Figure 1. Met2 routing (run 1).
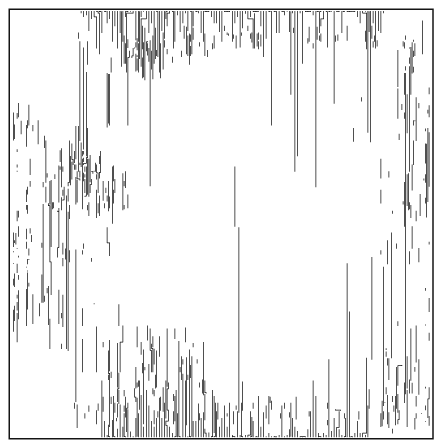
Figure 2. M4 wires (run 1).
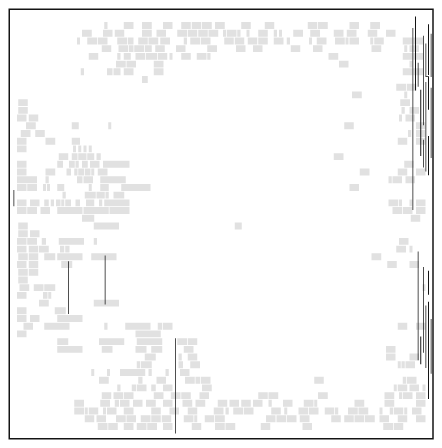
Figure 3. Routing congestion map (run 1).
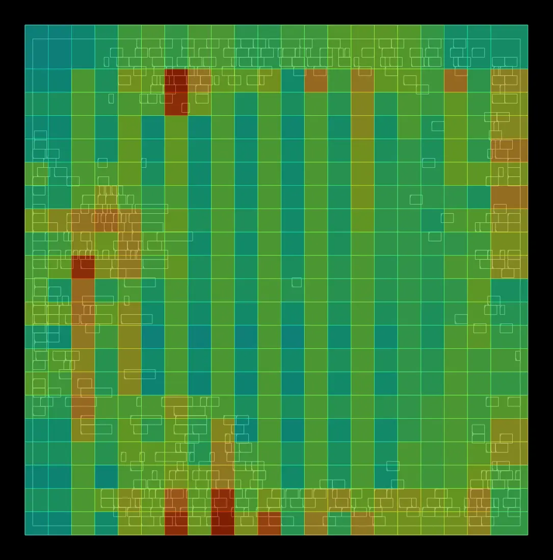
## config.mk

```make
export PLATFORM = sky130hd
export DESIGN_NAME = tl_ul_periph_demux
export DESIGN_NICKNAME = d
export VERILOG_FILES = /design/src/rtl/tl_ul_pkg.sv /design/src/rtl/tl_ul_err_responder.sv /design/src/rtl/tl_ul_periph_demux.sv
export SDC_FILE = /design/constraint.sdc
export NUM_CORES = 1
export LEC_CHECK = 0
export CORE_AREA = 2 2 147 149
export CTS_CLUSTER_DIAMETER = 120
export CTS_CLUSTER_SIZE = 28
export DETAILED_ROUTE_END_ITERATION = 16
export DIE_AREA = 0 0 149 151
export GPL_ROUTABILITY_DRIVEN = 0
export PLACE_DENSITY = 0.49
export SETUP_SLACK_MARGIN = 0.1
export SLEW_MARGIN = 20
export SYNTH_ARGS = -nofsm -noshare
export SYNTH_HDL_FRONTEND = slang
export SYNTH_SLANG_ARGS = --single-unit
```

## constraint.sdc

```tcl
create_clock -name demux_clock_i -period 4.9 [get_ports demux_clock_i]
set_clock_uncertainty 0.15 [all_clocks]
set_input_delay 0.735 -clock demux_clock_i [delete_from_list [all_inputs] [get_ports demux_clock_i]]
set_output_delay 0.735 -clock demux_clock_i [all_outputs]
set_load 0.05 [all_outputs]
```

## src/rtl/tl_ul_pkg.sv

```systemverilog
// Shared TileLink-UL opcode encodings and the demux target selector.
// Also holds the opcode-to-response mapping used by the error responder.
package tl_ul_pkg;

  localparam logic [2:0] PUT_FULL    = 3'd0;
  localparam logic [2:0] PUT_PARTIAL = 3'd1;
  localparam logic [2:0] ARITH       = 3'd2;
  localparam logic [2:0] LOGIC       = 3'd3;
  localparam logic [2:0] GET         = 3'd4;

  localparam logic [2:0] ACK         = 3'd0;
  localparam logic [2:0] ACK_DATA    = 3'd1;

  typedef enum logic [1:0] {
    TGT_S0  = 2'd0,
    TGT_S1  = 2'd1,
    TGT_ERR = 2'd2
  } tgt_e;

  // Writes get a plain ack; anything that returns data gets AccessAckData.
  function automatic logic [2:0] resp_opcode(input logic [2:0] a_opcode);
    case (a_opcode)
      PUT_FULL, PUT_PARTIAL: return ACK;
      ARITH, LOGIC, GET:     return ACK_DATA;
      default:               return ACK_DATA;
    endcase
  endfunction

endpackage

```

## src/rtl/tl_ul_err_responder.sv

```systemverilog
// One-entry error slot: remembers a request that decoded to no slave and
// answers it one cycle later with a denied response.
module tl_ul_err_responder
  import tl_ul_pkg::*;
#(
  parameter int TL_RS = 4
) (
  input  logic             clk_i,
  input  logic             rst_i,
  input  logic             accept_i,
  input  logic             release_i,
  input  logic [2:0]       a_opcode_i,
  input  logic [3:0]       a_size_i,
  input  logic [TL_RS-1:0] a_source_i,
  output logic             err_valid_o,
  output logic [2:0]       d_opcode_o,
  output logic [1:0]       d_param_o,
  output logic [3:0]       d_size_o,
  output logic [TL_RS-1:0] d_source_o,
  output logic             d_denied_o,
  output logic [31:0]      d_data_o,
  output logic             d_corrupt_o
);

  logic             err_valid_q, err_valid_d;
  logic [2:0]       err_opcode_q, err_opcode_d;
  logic [3:0]       err_size_q, err_size_d;
  logic [TL_RS-1:0] err_source_q, err_source_d;

  always_comb begin
    err_valid_d  = err_valid_q;
    err_opcode_d = err_opcode_q;
    err_size_d   = err_size_q;
    err_source_d = err_source_q;
    if (accept_i) begin
      err_valid_d  = 1'b1;
      err_opcode_d = a_opcode_i;
      err_size_d   = a_size_i;
      err_source_d = a_source_i;
    end else if (release_i) begin
      err_valid_d  = 1'b0;
    end
  end

  always_ff @(posedge clk_i or posedge rst_i) begin
    if (rst_i) begin
      err_valid_q  <= 1'b0;
      err_opcode_q <= '0;
      err_size_q   <= '0;
      err_source_q <= '0;
    end else begin
      err_valid_q  <= err_valid_d;
      err_opcode_q <= err_opcode_d;
      err_size_q   <= err_size_d;
      err_source_q <= err_source_d;
    end
  end

  assign err_valid_o = err_valid_q;
  assign d_opcode_o  = resp_opcode(err_opcode_q);
  assign d_param_o   = 2'd0;
  assign d_size_o    = err_size_q;
  assign d_source_o  = err_source_q;
  assign d_denied_o  = 1'b1;
  assign d_data_o    = 32'd0;
  assign d_corrupt_o = (resp_opcode(err_opcode_q) == ACK_DATA);

endmodule

```

## src/rtl/tl_ul_periph_demux.sv

```systemverilog
// TileLink-UL 1-to-2 demux in front of the CLINT (slave 0) and a second
// peripheral (slave 1); unmapped addresses go to a local error responder.
module tl_ul_periph_demux
  import tl_ul_pkg::*;
#(
  parameter int             TL_RS   = 4,
  parameter int             AW      = 32,
  parameter logic [AW-1:0]  S0_BASE = 32'h0200_0000,
  parameter logic [AW-1:0]  S1_BASE = 32'h0C00_0000,
  parameter logic [AW-1:0]  S1_MASK = 32'h03FF_FFFF,
  parameter int             MAX_OUT = 4
) (
  input  logic             demux_clock_i,
  input  logic             demux_reset_i,
  input  logic [2:0]       m_a_opcode,
  input  logic [2:0]       m_a_param,
  input  logic [3:0]       m_a_size,
  input  logic [TL_RS-1:0] m_a_source,
  input  logic [AW-1:0]    m_a_address,
  input  logic [3:0]       m_a_mask,
  input  logic [31:0]      m_a_data,
  input  logic             m_a_valid,
  output logic             m_a_ready,
  output logic [2:0]       m_d_opcode,
  output logic [1:0]       m_d_param,
  output logic [3:0]       m_d_size,
  output logic [TL_RS-1:0] m_d_source,
  output logic             m_d_denied,
  output logic [31:0]      m_d_data,
  output logic             m_d_corrupt,
  output logic             m_d_valid,
  input  logic             m_d_ready,
  output logic [2:0]       s0_a_opcode,
  output logic [2:0]       s0_a_param,
  output logic [3:0]       s0_a_size,
  output logic [TL_RS-1:0] s0_a_source,
  output logic [15:0]      s0_a_address,
  output logic [3:0]       s0_a_mask,
  output logic [31:0]      s0_a_data,
  output logic             s0_a_valid,
  input  logic             s0_a_ready,
  input  logic [2:0]       s0_d_opcode,
  input  logic [1:0]       s0_d_param,
  input  logic [3:0]       s0_d_size,
  input  logic [TL_RS-1:0] s0_d_source,
  input  logic             s0_d_denied,
  input  logic [31:0]      s0_d_data,
  input  logic             s0_d_corrupt,
  input  logic             s0_d_valid,
  output logic             s0_d_ready,
  output logic [2:0]       s1_a_opcode,
  output logic [2:0]       s1_a_param,
  output logic [3:0]       s1_a_size,
  output logic [TL_RS-1:0] s1_a_source,
  output logic [AW-1:0]    s1_a_address,
  output logic [3:0]       s1_a_mask,
  output logic [31:0]      s1_a_data,
  output logic             s1_a_valid,
  input  logic             s1_a_ready,
  input  logic [2:0]       s1_d_opcode,
  input  logic [1:0]       s1_d_param,
  input  logic [3:0]       s1_d_size,
  input  logic [TL_RS-1:0] s1_d_source,
  input  logic             s1_d_denied,
  input  logic [31:0]      s1_d_data,
  input  logic             s1_d_corrupt,
  input  logic             s1_d_valid,
  output logic             s1_d_ready
);

  localparam int            CW      = $clog2(MAX_OUT + 1);
  localparam logic [AW-1:0] S0_MASK = AW'(32'h0000_FFFF);

  tgt_e             tgt, cur_tgt_q, cur_tgt_d;
  logic [CW-1:0]    out_cnt_q, out_cnt_d;
  logic             busy, stall, a_fire, d_fire, sel_valid;
  logic             err_valid, err_denied, err_corrupt;
  logic [2:0]       err_opcode;
  logic [1:0]       err_param;
  logic [3:0]       err_size;
  logic [TL_RS-1:0] err_source;
  logic [31:0]      err_data;

  always_comb begin
    if ((m_a_address & ~S0_MASK) == S0_BASE)      tgt = TGT_S0;
    else if ((m_a_address & ~S1_MASK) == S1_BASE) tgt = TGT_S1;
    else                                          tgt = TGT_ERR;
  end

  // Only one target may have requests in flight, so responses never reorder.
  assign busy  = (out_cnt_q != '0);
  assign stall = (out_cnt_q == CW'(MAX_OUT)) | (busy & (tgt != cur_tgt_q));

  always_comb begin
    case (tgt)
      TGT_S0:  m_a_ready = ~stall & s0_a_ready;
      TGT_S1:  m_a_ready = ~stall & s1_a_ready;
      default: m_a_ready = ~stall & ~err_valid;
    endcase
  end

  assign a_fire = m_a_valid & m_a_ready;
  assign d_fire = m_d_valid & m_d_ready;

  assign s0_a_valid   = m_a_valid & (tgt == TGT_S0) & ~stall;
  assign s0_a_opcode  = m_a_opcode;
  assign s0_a_param   = m_a_param;
  assign s0_a_size    = m_a_size;
  assign s0_a_source  = m_a_source;
  assign s0_a_address = m_a_address[15:0];
  assign s0_a_mask    = m_a_mask;
  assign s0_a_data    = m_a_data;

  assign s1_a_valid   = m_a_valid & (tgt == TGT_S1) & ~stall;
  assign s1_a_opcode  = m_a_opcode;
  assign s1_a_param   = m_a_param;
  assign s1_a_size    = m_a_size;
  assign s1_a_source  = m_a_source;
  assign s1_a_address = m_a_address & S1_MASK;
  assign s1_a_mask    = m_a_mask;
  assign s1_a_data    = m_a_data;

  always_comb begin
    out_cnt_d = out_cnt_q;
    if (a_fire & ~d_fire)      out_cnt_d = out_cnt_q + CW'(1);
    else if (d_fire & ~a_fire) out_cnt_d = out_cnt_q - CW'(1);
    cur_tgt_d = a_fire ? tgt : cur_tgt_q;
  end

  always_ff @(posedge demux_clock_i or posedge demux_reset_i) begin
    if (demux_reset_i) begin
      out_cnt_q <= '0;
      cur_tgt_q <= TGT_S0;
    end else begin
      out_cnt_q <= out_cnt_d;
      cur_tgt_q <= cur_tgt_d;
    end
  end

  tl_ul_err_responder #(.TL_RS(TL_RS)) u_err (
    .clk_i       (demux_clock_i),
    .rst_i       (demux_reset_i),
    .accept_i    (a_fire & (tgt == TGT_ERR)),
    .release_i   (d_fire & (cur_tgt_q == TGT_ERR)),
    .a_opcode_i  (m_a_opcode),
    .a_size_i    (m_a_size),
    .a_source_i  (m_a_source),
    .err_valid_o (err_valid),
    .d_opcode_o  (err_opcode),
    .d_param_o   (err_param),
    .d_size_o    (err_size),
    .d_source_o  (err_source),
    .d_denied_o  (err_denied),
    .d_data_o    (err_data),
    .d_corrupt_o (err_corrupt)
  );

  always_comb begin
    sel_valid   = err_valid;
    m_d_opcode  = err_opcode;
    m_d_param   = err_param;
    m_d_size    = err_size;
    m_d_source  = err_source;
    m_d_denied  = err_denied;
    m_d_data    = err_data;
    m_d_corrupt = err_corrupt;
    case (cur_tgt_q)
      TGT_S0: begin
        sel_valid   = s0_d_valid;
        m_d_opcode  = s0_d_opcode;
        m_d_param   = s0_d_param;
        m_d_size    = s0_d_size;
        m_d_source  = s0_d_source;
        m_d_denied  = s0_d_denied;
        m_d_data    = s0_d_data;
        m_d_corrupt = s0_d_corrupt;
      end
      TGT_S1: begin
        sel_valid   = s1_d_valid;
        m_d_opcode  = s1_d_opcode;
        m_d_param   = s1_d_param;
        m_d_size    = s1_d_size;
        m_d_source  = s1_d_source;
        m_d_denied  = s1_d_denied;
        m_d_data    = s1_d_data;
        m_d_corrupt = s1_d_corrupt;
      end
      default: ;
    endcase
  end

  // Gating on busy hides stray slave responses when nothing is in flight.
  assign m_d_valid  = sel_valid & busy;
  assign s0_d_ready = m_d_ready & (cur_tgt_q == TGT_S0) & busy;
  assign s1_d_ready = m_d_ready & (cur_tgt_q == TGT_S1) & busy;

endmodule

```

==> flow_metrics.env, run 1 <==
# source this file to load flow results
export IMPL_cp_end_kind="primary output"
export IMPL_instances_no_fill=682
export IMPL_post_synth_most_frequent_cells="buf_4, mux2i_1, nor2_1, dfrtp_1, nand2_1"
export IMPL_syn_inst=348
export IMPL_topCellsByArea="buf_4, mux2i_1, dfrtp_1, nor2_1, mux2_2"
export IMPL_outcome="finished clean"
export IMPL_drive_gt1_share_pct=5.41
export IMPL_antenna_found_initial=0
export IMPL_min_path_type="flip-flop to flip-flop"
export IMPL_ys_cells=348
export IMPL_cp_arrival_ns=3.54
export IMPL_fin_crit_sh_pct=90.3
export IMPL_slew_limit_headroom_pct=36.7
export IMPL_setup_tns_ns=0
export IMPL_dr_pass1_iters=4
export IMPL_warnings=26
export IMPL_dieWidth_um=149
export IMPL_path_cells="clkdlybuf4s50_1 > or4_1 > nor4_1 > buf_4 > xnor2_1 > a31oi_1 > a2111oi_1 > buf_12"
export IMPL_drc=0
export IMPL_design_area_um2=4150
export IMPL_seq_area_frac_synth_pct=14.5
export IMPL_logic_family="buffers and inverters"
export IMPL_numCtsBuffers=3
export IMPL_finalMaxSlewViolations=0
export IMPL_ys_flops=16
export IMPL_dp_hpwl_mm=9.28
export IMPL_total_power_mw=2.10
export IMPL_fp_row_count=53
export IMPL_synth_async_sr_flop_share_pct=100
export IMPL_final_comb_area_um2=1170
export IMPL_rsz0062_at_grt="no"
export IMPL_vdd_drop_max_mv=0.343
export IMPL_slowest_stage="a2111oi_1"
export IMPL_insertion_delay_ns=0.24
About Figure 1:
- longest straight run: 113 µm
- share of all routed wire: 46%
- main direction: vertical
- wire length on this layer: 5030 µm
- nets with wire on the layer: 494
vias: 2385
drt total wl: 11.0 mm
grt met2 use: 14.1%

About Figure 2:
- nets with wire on the layer: 21
- longest straight run: 63.9 µm
- wire length on this layer: 523 µm
- main direction: vertical

About Figure 3:
busiest layer in global routing: met2
Total GRT Usage: 8.85%
grt met3 use: 4.04%
M1 GR Usage: 10.0%

[run 1: worst paths after layout]
path | depth (start not counted) | from | endpoint | slack, ns
setup reg to reg | 11 | cur_tgt_q[0] | out_cnt_q[2] | 1.56
hold / removal | 1 | u_err.d_source_o[2] | u_err.d_source_o[2] | 0.36
max in group asynchronous | 2 | demux_reset_i | cur_tgt_q[0] | 3.40
min in group asynchronous | 2 | demux_reset_i | u_err.err_opcode_q[2] | 0.73
hold reg to reg | 1 | u_err.d_source_o[2] | u_err.d_source_o[2] | 0.36
setup / recovery | 8 | m_a_address[27] | m_a_ready | 0.48
[run 1: registers in the layout (all words and copies together), names as in the netlist]
name,cells
cur_tgt_q,2
u_err.d_source_o,4
u_err.err_opcode_q,2
u_err.d_size_o,4
u_err.err_valid_o,1
out_cnt_q,3
[run 1: where the power goes]
| part | switching [mW] | internal, mW | total, mW |
|---|---|---|---|
| sequential | 0.113 | 0.200 | 0.313 |
| combinational | 1.01 | 0.610 | 1.62 |
| clock | 0.0499 | 0.110 | 0.160 |
| total | 1.18 | 0.920 | 2.10 |
[run 1: layout make-up]
class / instances / share of cell area, %
Inverter: 6 / 0.542
Tap cell: 275 / 8.29
Clock buffer: 4 / 1.90
Multi-Input combinational cell: 169 / 28.3
Sequential cell: 16 / 9.76
Timing Repair Buffer: 212 / 51.2
[run 1: layout by cell type (no fill, tap or decap), drive strengths merged, types with 2 or more instances in the layout]
cell             n
a21oi            4
nand2           15
inv              6
and3             3
buf              3
or4              6
nor3             3
nor4             2
nor2            43
mux2            11
o21ai            9
xor2             2
mux2i           49
clkdlybuf4s50  209
xnor2            2
dfrtp           16
clkbuf           4
o22ai            2
conb             6
==> run 2: changes to the inputs <==
--- a/config.mk
+++ b/config.mk
@@ -12,6 +12,7 @@
 export DIE_AREA = 0 0 149 151
 export GPL_ROUTABILITY_DRIVEN = 0
 export PLACE_DENSITY = 0.49
+export RECOVER_POWER = 100
 export SETUP_SLACK_MARGIN = 0.1
 export SLEW_MARGIN = 20
 export SYNTH_ARGS = -nofsm -noshare
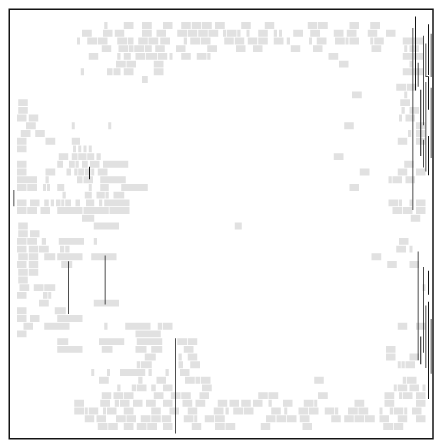
Figure 4: run 2, M4 wires.
- nets with wire on the layer: 22
- longest straight run: 63.9 µm
vias: 2402
drt total wl: 11.0 mm

==> run 2 against run 1 <==
  * Hold slack improved by 0.00062 ns
  * Worst setup slack got worse by 0.14 ns
  * The run now ends with max-capacitance violations, max-slew violations left
  * Non-clock buffer count is the same
  * Highest routed layer unchanged
  * Utilization is 0.054 points lower
  * Critical path depth unchanged
  * Design area decreased by 0.27%
  * Largest cell class unchanged
  * Power is 3.5% lower
  * Combinational power is 4% lower
  * Clock-buffer cell count unchanged
  * Largest power group unchanged
  * Register-to-register slack got worse by 0.55 ns
  * Routed wire length hardly changed
  * Sequential share of layout area fell by 0.064 points
==> flow_metrics.env, run 2 <==
# source this file to load flow results
export IMPL_outcome="complete, but fails checks"
export IMPL_violations="max-capacitance violations, max-slew violations"
export IMPL_r2r_slack_ns=1.01
export IMPL_dp_hpwl_mm=9.28
export IMPL_hp_start="u_err.d_source_o[2]"
export IMPL_total_power_mw=2.02
export IMPL_topCellsByArea="buf_4, mux2i_1, dfrtp_1, nor2_1, mux2_2"
export IMPL_dieWidth_um=149
export IMPL_finalMaxSlewViolations=54
export IMPL_synth_async_sr_flop_share_pct=100
export IMPL_drv_cap=1
export IMPL_r2r_start="cur_tgt_q[0]"
export IMPL_antenna_found_initial=0
export IMPL_critical_path_startpoint="m_a_address[27]"
export IMPL_ys_cells=348
export IMPL_cp_arrival_ns=3.68
export IMPL_warnings=26
export IMPL_reg2regPathDepth=11
export IMPL_layout_top_cells="clkdlybuf4s50_1, dlygate4sd3_1, mux2i_1, nor2_1"
export IMPL_insertion_delay_ns=0.24
export IMPL_post_synth_most_frequent_cells="buf_4, mux2i_1, nor2_1, dfrtp_1, nand2_1"
export IMPL_ys_flops=16
export IMPL_fin_crit_sh_pct=93.1
export IMPL_drive_gt1_share_pct=4.67
export IMPL_cp_end_kind="primary output"
export IMPL_vdd_drop_max_mv=0.333
export IMPL_logic_family="buffers and inverters"
export IMPL_min_path_type="flip-flop to flip-flop"
export IMPL_numCtsBuffers=3
export IMPL_slew_limit_headroom_pct=-5.62
export IMPL_rsz0062_at_grt="no"
export IMPL_instances_no_fill=682
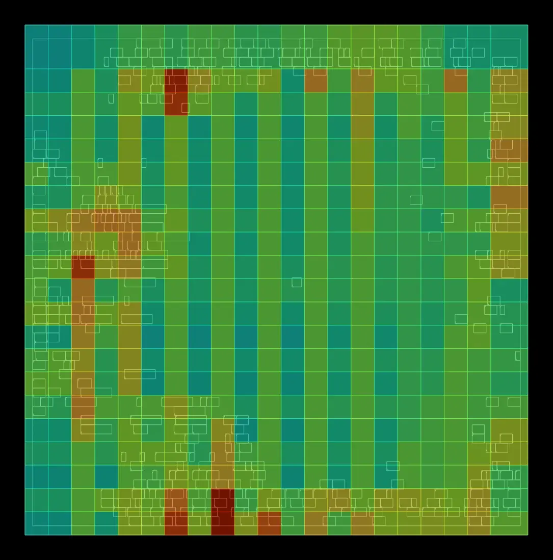
Figure 5: run 2, routing congestion map.
post-DR wirelength/cell: 16.1 µm
final core utilization: 19.9%

[run 2: report_power, final]
group          switching [mW]  internal, mW
combinational            1.01         0.546
clock                  0.0491         0.110
sequential              0.113         0.199
total                    1.17         0.855
[run 2: worst max-delay path by stage]
| stage | endpoint | slack, ns |
|---|---|---|
| after floorplan | m_a_ready | 0.24 |
| after global placement | out_cnt_q[2] | 0.51 |
| after detailed placement | out_cnt_q[2] | 0.40 |
| after CTS | m_a_ready | 0.47 |
| after global routing | m_a_ready | 0.18 |
| final | m_a_ready | 0.34 |
[run 2: final cells by class]
class | instances | area (µm²)
clock buffers | 4 | 78.8
fillers | 2330 | 16700
repair buffers | 212 | 2120
flip-flops and latches | 16 | 402
inverters | 6 | 22.5
multi-input cells | 169 | 1170
well taps | 275 | 344
[run 2: worst max-delay path: stages]
cell and delay, ns:
dlygate4sd3_1 0.58, or4_1 0.57, nor4_1 0.40, clkbuf_1 0.19, xnor2_1 0.14, a31oi_1 0.14, a2111oi_1 0.70, buf_12 0.22
[run 2: cells by family after synthesis]
logic type,after synthesis
AND/OR/NAND/NOR,77
flip-flops,16
AND-OR/OR-AND,20
other,1
XOR/XNOR,4
multiplexers,60
adder cells (fa/ha/maj),2
buffers and inverters,168
[run 2: layer usage]
metal  vias to the layer above  GRT usage [%]  part of all wire, %
met3                        63           4.04                   13
li1                       1109              -                    -
met5                         -              0                    0
met1                      1049           10.0                   36
met2                       181           14.1                   46
met4                         0           4.52                  4.8
==> run 3: changes to the inputs <==
--- a/config.mk
+++ b/config.mk
@@ -11,6 +11,7 @@
 export DETAILED_ROUTE_END_ITERATION = 16
 export DIE_AREA = 0 0 149 151
 export GPL_ROUTABILITY_DRIVEN = 0
+export GPL_TIMING_DRIVEN = 1
 export PLACE_DENSITY = 0.49
 export RECOVER_POWER = 100
 export SETUP_SLACK_MARGIN = 0.1
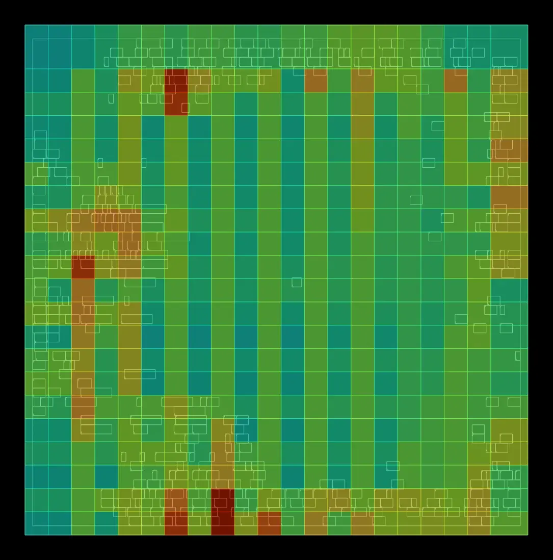
Figure 6: run 3, routing congestion map.

==> run 3 against run 2 <==
  * The run still ends with max-capacitance violations, max-slew violations left
  * Maximum frequency is the same
  * Register-to-register slack hardly changed
  * Critical path depth unchanged
  * Global-route usage stayed put
  * Final cell count stayed put
  * Worst setup slack did not move
  * Sequential power about the same
  * Routed wire length did not move
  * Via count unchanged
  * Largest power group unchanged
==> flow_metrics.env, run 3 <==
# source this file to load flow results
export IMPL_pwr_share_seq_pct=15.4
export IMPL_outcome="complete, but fails checks"
export IMPL_logic_family="buffers and inverters"
export IMPL_drv_cap=1
export IMPL_comb_power_mw=1.55
export IMPL_layout_top_cells="clkdlybuf4s50_1, dlygate4sd3_1, mux2i_1, nor2_1"
export IMPL_path_depth=8
export IMPL_clkPwrFrac_pct=7.9
export IMPL_rsz0062_at_grt="no"
export IMPL_dieWidth_um=149
export IMPL_top_layer="met4"
export IMPL_wl_mm=11.0
export IMPL_finalMaxSlewViolations=54
export IMPL_pg_clk_uw=159
export IMPL_vdd_drop_max_mv=0.333
export IMPL_ys_cells=348
export IMPL_topCellsByArea="buf_4, mux2i_1, dfrtp_1, nor2_1, mux2_2"
export IMPL_violations="max-capacitance violations, max-slew violations"
export IMPL_antenna_found_initial=0
export IMPL_fin_crit_sh_pct=93.1
export IMPL_vias=2402
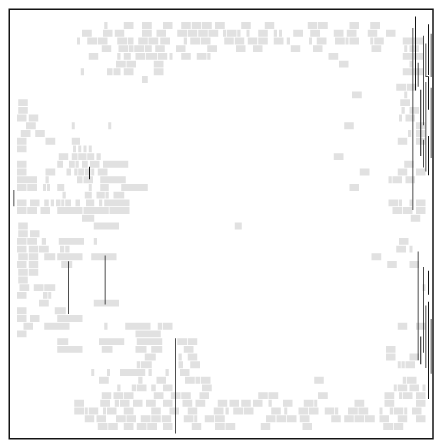
Figure 7: run 3, M4 wires.
- share of all routed wire: 4.8%
- nets with wire on the layer: 22

run 3: cell counts after synthesis:
Identical to the previous run, type by type.
run 3: kinds of logic (layout without fill, tap and decap cells):
| kind of cell | after synthesis | in the layout |
|---|---|---|
| fa+ha+maj | 2 | 2 |
| buf+inv | 168 | 222 |
| simple gates | 77 | 77 |
| compound gates | 20 | 20 |
| other cells | 1 | 6 |
| flops | 16 | 16 |
| mux | 60 | 60 |
| xor+xnor | 4 | 4 |
run 3: path summary, 6_finish.rpt:
kind	end	start	slack, ns
setup / recovery	m_a_ready	m_a_address[27]	0.34
hold / removal	u_err.d_source_o[2]	u_err.d_source_o[2]	0.36
setup reg to reg	out_cnt_q[2]	cur_tgt_q[0]	1.01
hold reg to reg	u_err.d_source_o[2]	u_err.d_source_o[2]	0.36
max in group asynchronous	cur_tgt_q[0]	demux_reset_i	3.28
min in group asynchronous	u_err.d_source_o[2]	demux_reset_i	0.87
run 3: per-layer routing:
layer / GRT usage, % / vias up
met3: 4.04 / 63
met2: 14.1 / 181
li1: - / 1109
met1: 10.0 / 1049
met4: 4.52 / 0
met5: 0 / -
run 3: layout make-up:
type | instances | area [µm²] | area share, %
Multi-Input combinational cell | 169 | 1170 | 28.3
Inverter | 6 | 22.5 | 0.544
Sequential cell | 16 | 402 | 9.70
Tap cell | 275 | 344 | 8.31
Clock buffer | 4 | 78.8 | 1.90
Timing Repair Buffer | 212 | 2120 | 51.3
run 3: through the flow:
step | utilization, % | power (mW)
after floorplan | - | 1.56
after global placement | 19.6 | 1.94
after detailed placement | 19.6 | 1.95
after CTS | 19.9 | 2.12
after global routing | 19.9 | 2.14
final | 19.9 | 2.02
Power and IR drop assume default switching activity.
